<file path="src/rtl/mem_unit.sv">
// mem_unit: byte-wide RAM sequencer for 8/16-bit loads and stores.
// A request is accepted in IDLE. Reads and writes of a word are split into
// two byte accesses in little-endian order: the low byte is at A and the high
// byte at A+1, where A+1 wraps at 2^ADDR_WIDTH.
// Ports:
//   I_clk, I_reset (async, active-low)
//   I_enable, I_memory_mode[1:0], I_memory_size[1:0], I_addr, I_data[15:0] : request
//   O_ram_en, O_ram_we, O_ram_addr, O_ram_wdata[7:0], I_ram_rdata[7:0]   : sync RAM
//   O_data[15:0], O_busy, O_done, O_err                                  : status/result
module mem_unit #(
  parameter int unsigned ADDR_WIDTH = 16
) (
  input  logic                  I_clk,
  input  logic                  I_reset,
  input  logic                  I_enable,
  input  logic [1:0]            I_memory_mode,
  input  logic [1:0]            I_memory_size,
  input  logic [ADDR_WIDTH-1:0] I_addr,
  input  logic [15:0]           I_data,
  output logic                  O_ram_en,
  output logic                  O_ram_we,
  output logic [ADDR_WIDTH-1:0] O_ram_addr,
  output logic [7:0]            O_ram_wdata,
  input  logic [7:0]            I_ram_rdata,
  output logic [15:0]           O_data,
  output logic                  O_busy,
  output logic                  O_done,
  output logic                  O_err
);

  localparam logic [1:0] MEM_NOP   = 2'b00;
  localparam logic [1:0] MEM_READ  = 2'b01;
  localparam logic [1:0] MEM_WRITE = 2'b10;
  localparam logic [1:0] SIZE_BYTE = 2'd1;
  localparam logic [1:0] SIZE_WORD = 2'd2;
  localparam logic [ADDR_WIDTH-1:0] ADDR_ONE = ADDR_WIDTH'(1);

  typedef enum logic [2:0] {
    S_IDLE,
    S_RD0,
    S_RD1,
    S_RD2,
    S_WR0,
    S_WR1,
    S_DONE
  } state_t;

  state_t                r_state;
  logic [ADDR_WIDTH-1:0] r_addr;
  logic [7:0]            r_wdata_hi;
  logic                  r_word;
  logic                  r_ram_en;
  logic                  r_ram_we;
  logic [ADDR_WIDTH-1:0] r_ram_addr;
  logic [7:0]            r_ram_wdata;
  logic [15:0]           r_rdata;
  logic                  r_busy;
  logic                  r_done;
  logic                  r_err;

  logic                  w_size_ok;
  logic                  w_is_rd;
  logic                  w_is_wr;
  logic                  w_is_nop;
  logic [ADDR_WIDTH-1:0] w_addr_inc;

  // Request decode: only legal reads/writes touch the RAM.
  assign w_size_ok  = (I_memory_size == SIZE_BYTE) || (I_memory_size == SIZE_WORD);
  assign w_is_rd    = (I_memory_mode == MEM_READ)  && w_size_ok;
  assign w_is_wr    = (I_memory_mode == MEM_WRITE) && w_size_ok;
  assign w_is_nop   = (I_memory_mode == MEM_NOP);
  assign w_addr_inc = r_addr + ADDR_ONE;

  // Sequencer with all outputs registered alongside the state.
  always_ff @(posedge I_clk or negedge I_reset) begin
    if (!I_reset) begin
      r_state     <= S_IDLE;
      r_addr      <= '0;
      r_wdata_hi  <= '0;
      r_word      <= 1'b0;
      r_ram_en    <= 1'b0;
      r_ram_we    <= 1'b0;
      r_ram_addr  <= '0;
      r_ram_wdata <= '0;
      r_rdata     <= '0;
      r_busy      <= 1'b0;
      r_done      <= 1'b0;
      r_err       <= 1'b0;
    end else begin
      r_done <= 1'b0;
      r_err  <= 1'b0;
      case (r_state)
        S_IDLE: begin
          r_ram_en <= 1'b0;
          r_ram_we <= 1'b0;
          if (I_enable) begin
            r_addr     <= I_addr;
            r_wdata_hi <= I_data[15:8];
            r_word     <= (I_memory_size == SIZE_WORD);
            r_busy     <= 1'b1;
            if (w_is_rd) begin
              r_state    <= S_RD0;
              r_ram_en   <= 1'b1;
              r_ram_addr <= I_addr;
            end else if (w_is_wr) begin
              r_state     <= S_WR0;
              r_ram_en    <= 1'b1;
              r_ram_we    <= 1'b1;
              r_ram_addr  <= I_addr;
              r_ram_wdata <= I_data[7:0];
            end else begin
              r_state <= S_DONE;
              r_done  <= 1'b1;
              r_err   <= !w_is_nop;
            end
          end
        end
        S_RD0: begin
          r_state <= S_RD1;
          // High-byte fetch overlaps the low-byte return.
          if (r_word) begin
            r_ram_en   <= 1'b1;
            r_ram_addr <= w_addr_inc;
          end else begin
            r_ram_en <= 1'b0;
          end
        end
        S_RD1: begin
          r_ram_en      <= 1'b0;
          r_rdata[7:0]  <= I_ram_rdata;
          if (r_word) begin
            r_state <= S_RD2;
          end else begin
            r_rdata[15:8] <= 8'h00;
            r_state       <= S_DONE;
            r_done        <= 1'b1;
          end
        end
        S_RD2: begin
          r_rdata[15:8] <= I_ram_rdata;
          r_state       <= S_DONE;
          r_done        <= 1'b1;
        end
        S_WR0: begin
          if (r_word) begin
            r_state     <= S_WR1;
            r_ram_en    <= 1'b1;
            r_ram_we    <= 1'b1;
            r_ram_addr  <= w_addr_inc;
            r_ram_wdata <= r_wdata_hi;
          end else begin
            r_state  <= S_DONE;
            r_ram_en <= 1'b0;
            r_ram_we <= 1'b0;
            r_done   <= 1'b1;
          end
        end
        S_WR1: begin
          r_state  <= S_DONE;
          r_ram_en <= 1'b0;
          r_ram_we <= 1'b0;
          r_done   <= 1'b1;
        end
        S_DONE: begin
          r_state <= S_IDLE;
          r_busy  <= 1'b0;
        end
        default: begin
          r_state  <= S_IDLE;
          r_ram_en <= 1'b0;
          r_ram_we <= 1'b0;
          r_busy   <= 1'b0;
        end
      endcase
    end
  end

  assign O_ram_en    = r_ram_en;
  assign O_ram_we    = r_ram_we;
  assign O_ram_addr  = r_ram_addr;
  assign O_ram_wdata = r_ram_wdata;
  assign O_data      = r_rdata;
  assign O_busy      = r_busy;
  assign O_done      = r_done;
  assign O_err       = r_err;

endmodule

</file>
<file path="config.mk">
export PLATFORM = sky130hd
export DESIGN_NAME = mem_unit
export DESIGN_NICKNAME = d
export VERILOG_FILES = /design/src/rtl/mem_unit.sv
export SDC_FILE = /design/constraint.sdc
export NUM_CORES = 1
export LEC_CHECK = 0
export CORE_ASPECT_RATIO = 0.7
export CORE_MARGIN = 2
export CORE_UTILIZATION = 30
export CTS_CLUSTER_DIAMETER = 80
export DETAILED_ROUTE_END_ITERATION = 8
export GPL_TIMING_DRIVEN = 0
export MAX_ROUTING_LAYER = met4
export PLACE_DENSITY = 0.52
export SYNTH_ARGS = -nofsm -noshare
export SYNTH_HDL_FRONTEND = slang
export SYNTH_SLANG_ARGS = --single-unit
</file>
<file path="constraint.sdc">
create_clock -name I_clk -period 2.4 [get_ports I_clk]
set_input_delay 0.48 -clock I_clk [delete_from_list [all_inputs] [get_ports I_clk]]
set_output_delay 0.48 -clock I_clk [all_outputs]
set_load 0.02 [all_outputs]
</file>
==> images/gates.png <==
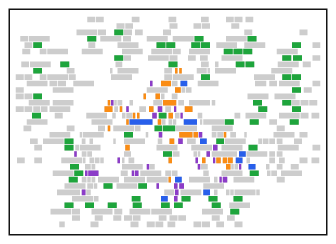
[nor cells] orange | cells: 30 | where: center
[mux cells] green | cells: 61 | where: all over the die
[xor and xnor cells] blue | cells: 10
[nand cells] purple | cells: 31
non-filler cells, final: 563
fraction of area in multi-input gates: 32.7%
most instantiated logic cell after routing: clkdlybuf4s50_1

==> images/m2.png <==
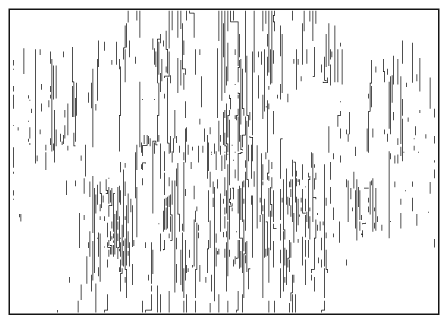
share of all routed wire: 43%
longest straight run: 35.7 µm
nets with wire on the layer: 389
wire length on this layer: 4080 µm
main direction: vertical
via count: 2753
grt met2 use: 22.3%
drt total wl: 9500 µm

==> results.yml <==
# flow metrics
timing:
  hold_violations: 0
  max_freq_ghz: 0.447
  setup_viol: 0
  hold_ws_ns: 0.0558
  slew_headroom_pct: 52.9
  setup_slack_ns: 0.163
  clock_skew_ns: 0.00646
  rsz0062_at_grt: "no"
  tns_ns: 0
  min_period_ns: 2.24
  fin_crit_sh_pct: 93.2
  slew_viol_final: 0
place:
  post-dp-hpwl_um: 6760
  place_inst: 545
  pre_cts_ws_ns: -0.425
  place.port_buffers: 91
  globalplace.congestion: 0.830
  postPlaceCellArea_um2: 4690
power_and_ir_drop:
  power.group.top: "combinational logic"
  leakagePower_nw: 1.99
  power.density_nw_per_um2: 1440
  pwr-share-comb_pct: 50.2
  powerComb_w: 0.00363
  power.internal_w: 0.00446
  powerSeq_w: 0.00228
  power_switching_w: 0.00277
  clkPwrFrac_pct: 18.3
  power_switching_share_pct: 38.3
  max-vdd-ir-drop_uv: 591
  p_seq_share_pct: 31.5
  total_power_w: 0.00723
  clk-power_w: 0.00132
drt:
  via_per_inst: 4.89
  wl_met2_um: 4080
  drtIter0Drc: 157
  remaining_drc_errors: 0
  dr.pass1.iters: 4
  wl_per_cell_um: 16.9
  ant_nets: 0
  top_layer_used: "met4"
  route.met3.wl_um: 454
  m1WireLength_um: 4830
grt:
  grt_pass1_wl_um: 15300
  grt_max_degree: 49
  grt_util_all_layers_pct: 16.2
  antenna_found_initial: 0
  grtUsageMet1_pct: 23.1
  use_met3_pct: 4.25
  overflow: 0
  grt_pass1_vias: 2900
  busiest_layer: "met1"
final_layout:
  final_layout_size_suffix_gt1_share_pct: 23.2
  antenna_cells: 0
  nFillCells: 1115
  layout.nets: 450
  final_util_pct: 43.0
  area_delta_synth_final_pct: 40.5
  layout_top_cells: "clkdlybuf4s50_1 (90), dfrtp_1 (73), mux2_2 (57), o21ai_0 (17), nand2_1 (16)"
logic_synthesis:
  yosysWarnings: 0
  fp_nets: 345
  netlist_instances: 296
  ys_seq_share_pct: 51.3
  syn-cell-area_um2: 3560
  syn_area_per_cell_um2: 12.0
  post-synth-top-area-cell: "dfrtp_1"
  ys_ff: 73
  edf_count: 0
  ff_type: "dfrtp_1"
  yosys_cells: 296
  topCellsByArea: "dfrtp_1 (51%), mux2_2 (18%), o21ai_0 (2.4%), a22o_1 (2.0%), xnor2_1 (2.0%)"
  top_cell_area_share_pct: 51.3
  yosys-stat-area_um2: 3560
  ys_async_sr_fraction_pct: 100
  most_common_cell: "dfrtp_1"
  yosys-top-cells-count: "dfrtp_1 (73), mux2_2 (57), o21ai_0 (17)"
clock_tree:
  cts_made_buffers: 9
  htreeDepth: 3
  cts.sink_count: 73
  clkLatencyLatePin_ns: 0.33
  ctsLongestPathBuffers: 2
  clk_pin_slew_worst_paths_ns: 0.06
  cts_tree: "built"
  cts_root_buffer: "clkbuf_16"
  cts_setup_buffers: 2
  cts_hold_buf: 0
  cts_resized: 0
die:
  die_area_um2: 12800
  die_w_um: 134
  ioPinCount: 92
  chipHeight_um: 95.2
  initCoreUtil_pct: 30.6
job:
  warning_count: 26
  drv_cap: 0
hold_path:
  hp-class: "primary input to asynchronous set/reset pin"
worst_setup_path:
  worstReg2RegEnd: "O_ram_addr[0]$_DFFE_PN0P_"
  startpoint: "I_memory_size[0]"
  path_cells: "clkdlybuf4s50_1 -> inv_1 -> ha_1 -> o21a_1 -> nor3_4 -> mux2_2"
  rrSetupSlack_ns: 0.35
  critPathMaxStageDelay_ns: 0.47
  end_kind: "flip-flop"
  reg2reg_depth: 4
  cp_num_buf_inv: 2
  required_ns: 2.61
  cp_slowest_cell: "clkdlybuf4s50_1"
  critPathMaxFanout: 10
  cp-endpoint: "O_ram_addr[0]$_DFFE_PN0P_"
  worst-path-stages: 6
  crit_arrival_ns: 2.45
  cp-start-kind: "primary input"
  path_delay_family: "buffers and inverters"
  reg2reg_from: "r_state[0]$_DFFE_PN0P_"
status:
  status: "completed"
==> images/sizing.png <==
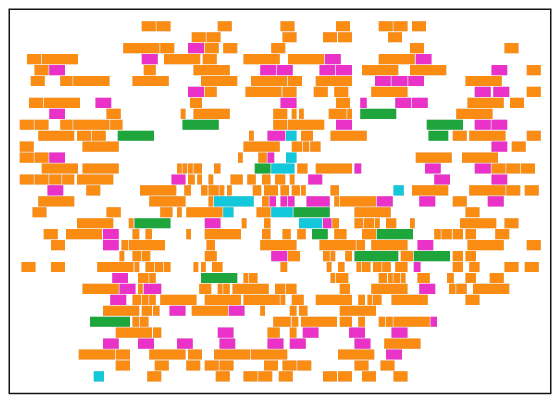
[x3 and x4] cyan | cells: 9
[x2] magenta | cells: 71
[x1 and smaller] orange | cells: 312
[x6 and larger] green | cells: 14

==> images/class_map.png <==
Scale bar: 50 µm. Fill, decap, tap and diode cells in gray.
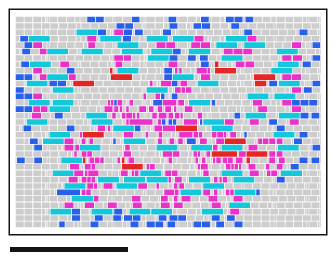
[remaining buffers and delay cells] blue | cells: 108
[remaining logic cells] magenta | cells: 209
[registers] cyan | cells: 73
[clock drivers and dummy loads] red | cells: 16
Core ar.: 11600 µm²
Final Cell Area: 5000 µm²
Seq/total area: 36.5%
Core Rows: 33

kinds of logic (layout without fill, tap and decap cells):
kind of cell | Yosys count | count (layout) | synth area share [%]
compound gates | 60 | 60 | 11.3
xor+xnor | 10 | 10 | 3.20
fa+ha+maj | 2 | 2 | 0.702
buf+inv | 19 | 129 | 2.84
flops | 73 | 73 | 51.3
mux | 61 | 61 | 19.3
simple gates | 71 | 71 | 11.3
area by class of cell:
type / instances / area, µm² / share of cell area (%)
multi-input combinational: 204 / 1640 / 32.7
clock buffer: 13 / 250 / 5.00
sequential: 73 / 1830 / 36.5
timing repair buffer: 94 / 951 / 19.0
tap: 157 / 196 / 3.92
inverter: 5 / 18.8 / 0.375
buffer: 14 / 82.6 / 1.65
clock inverter: 3 / 40.0 / 0.800
Power is estimated from default activity; no workload was simulated.
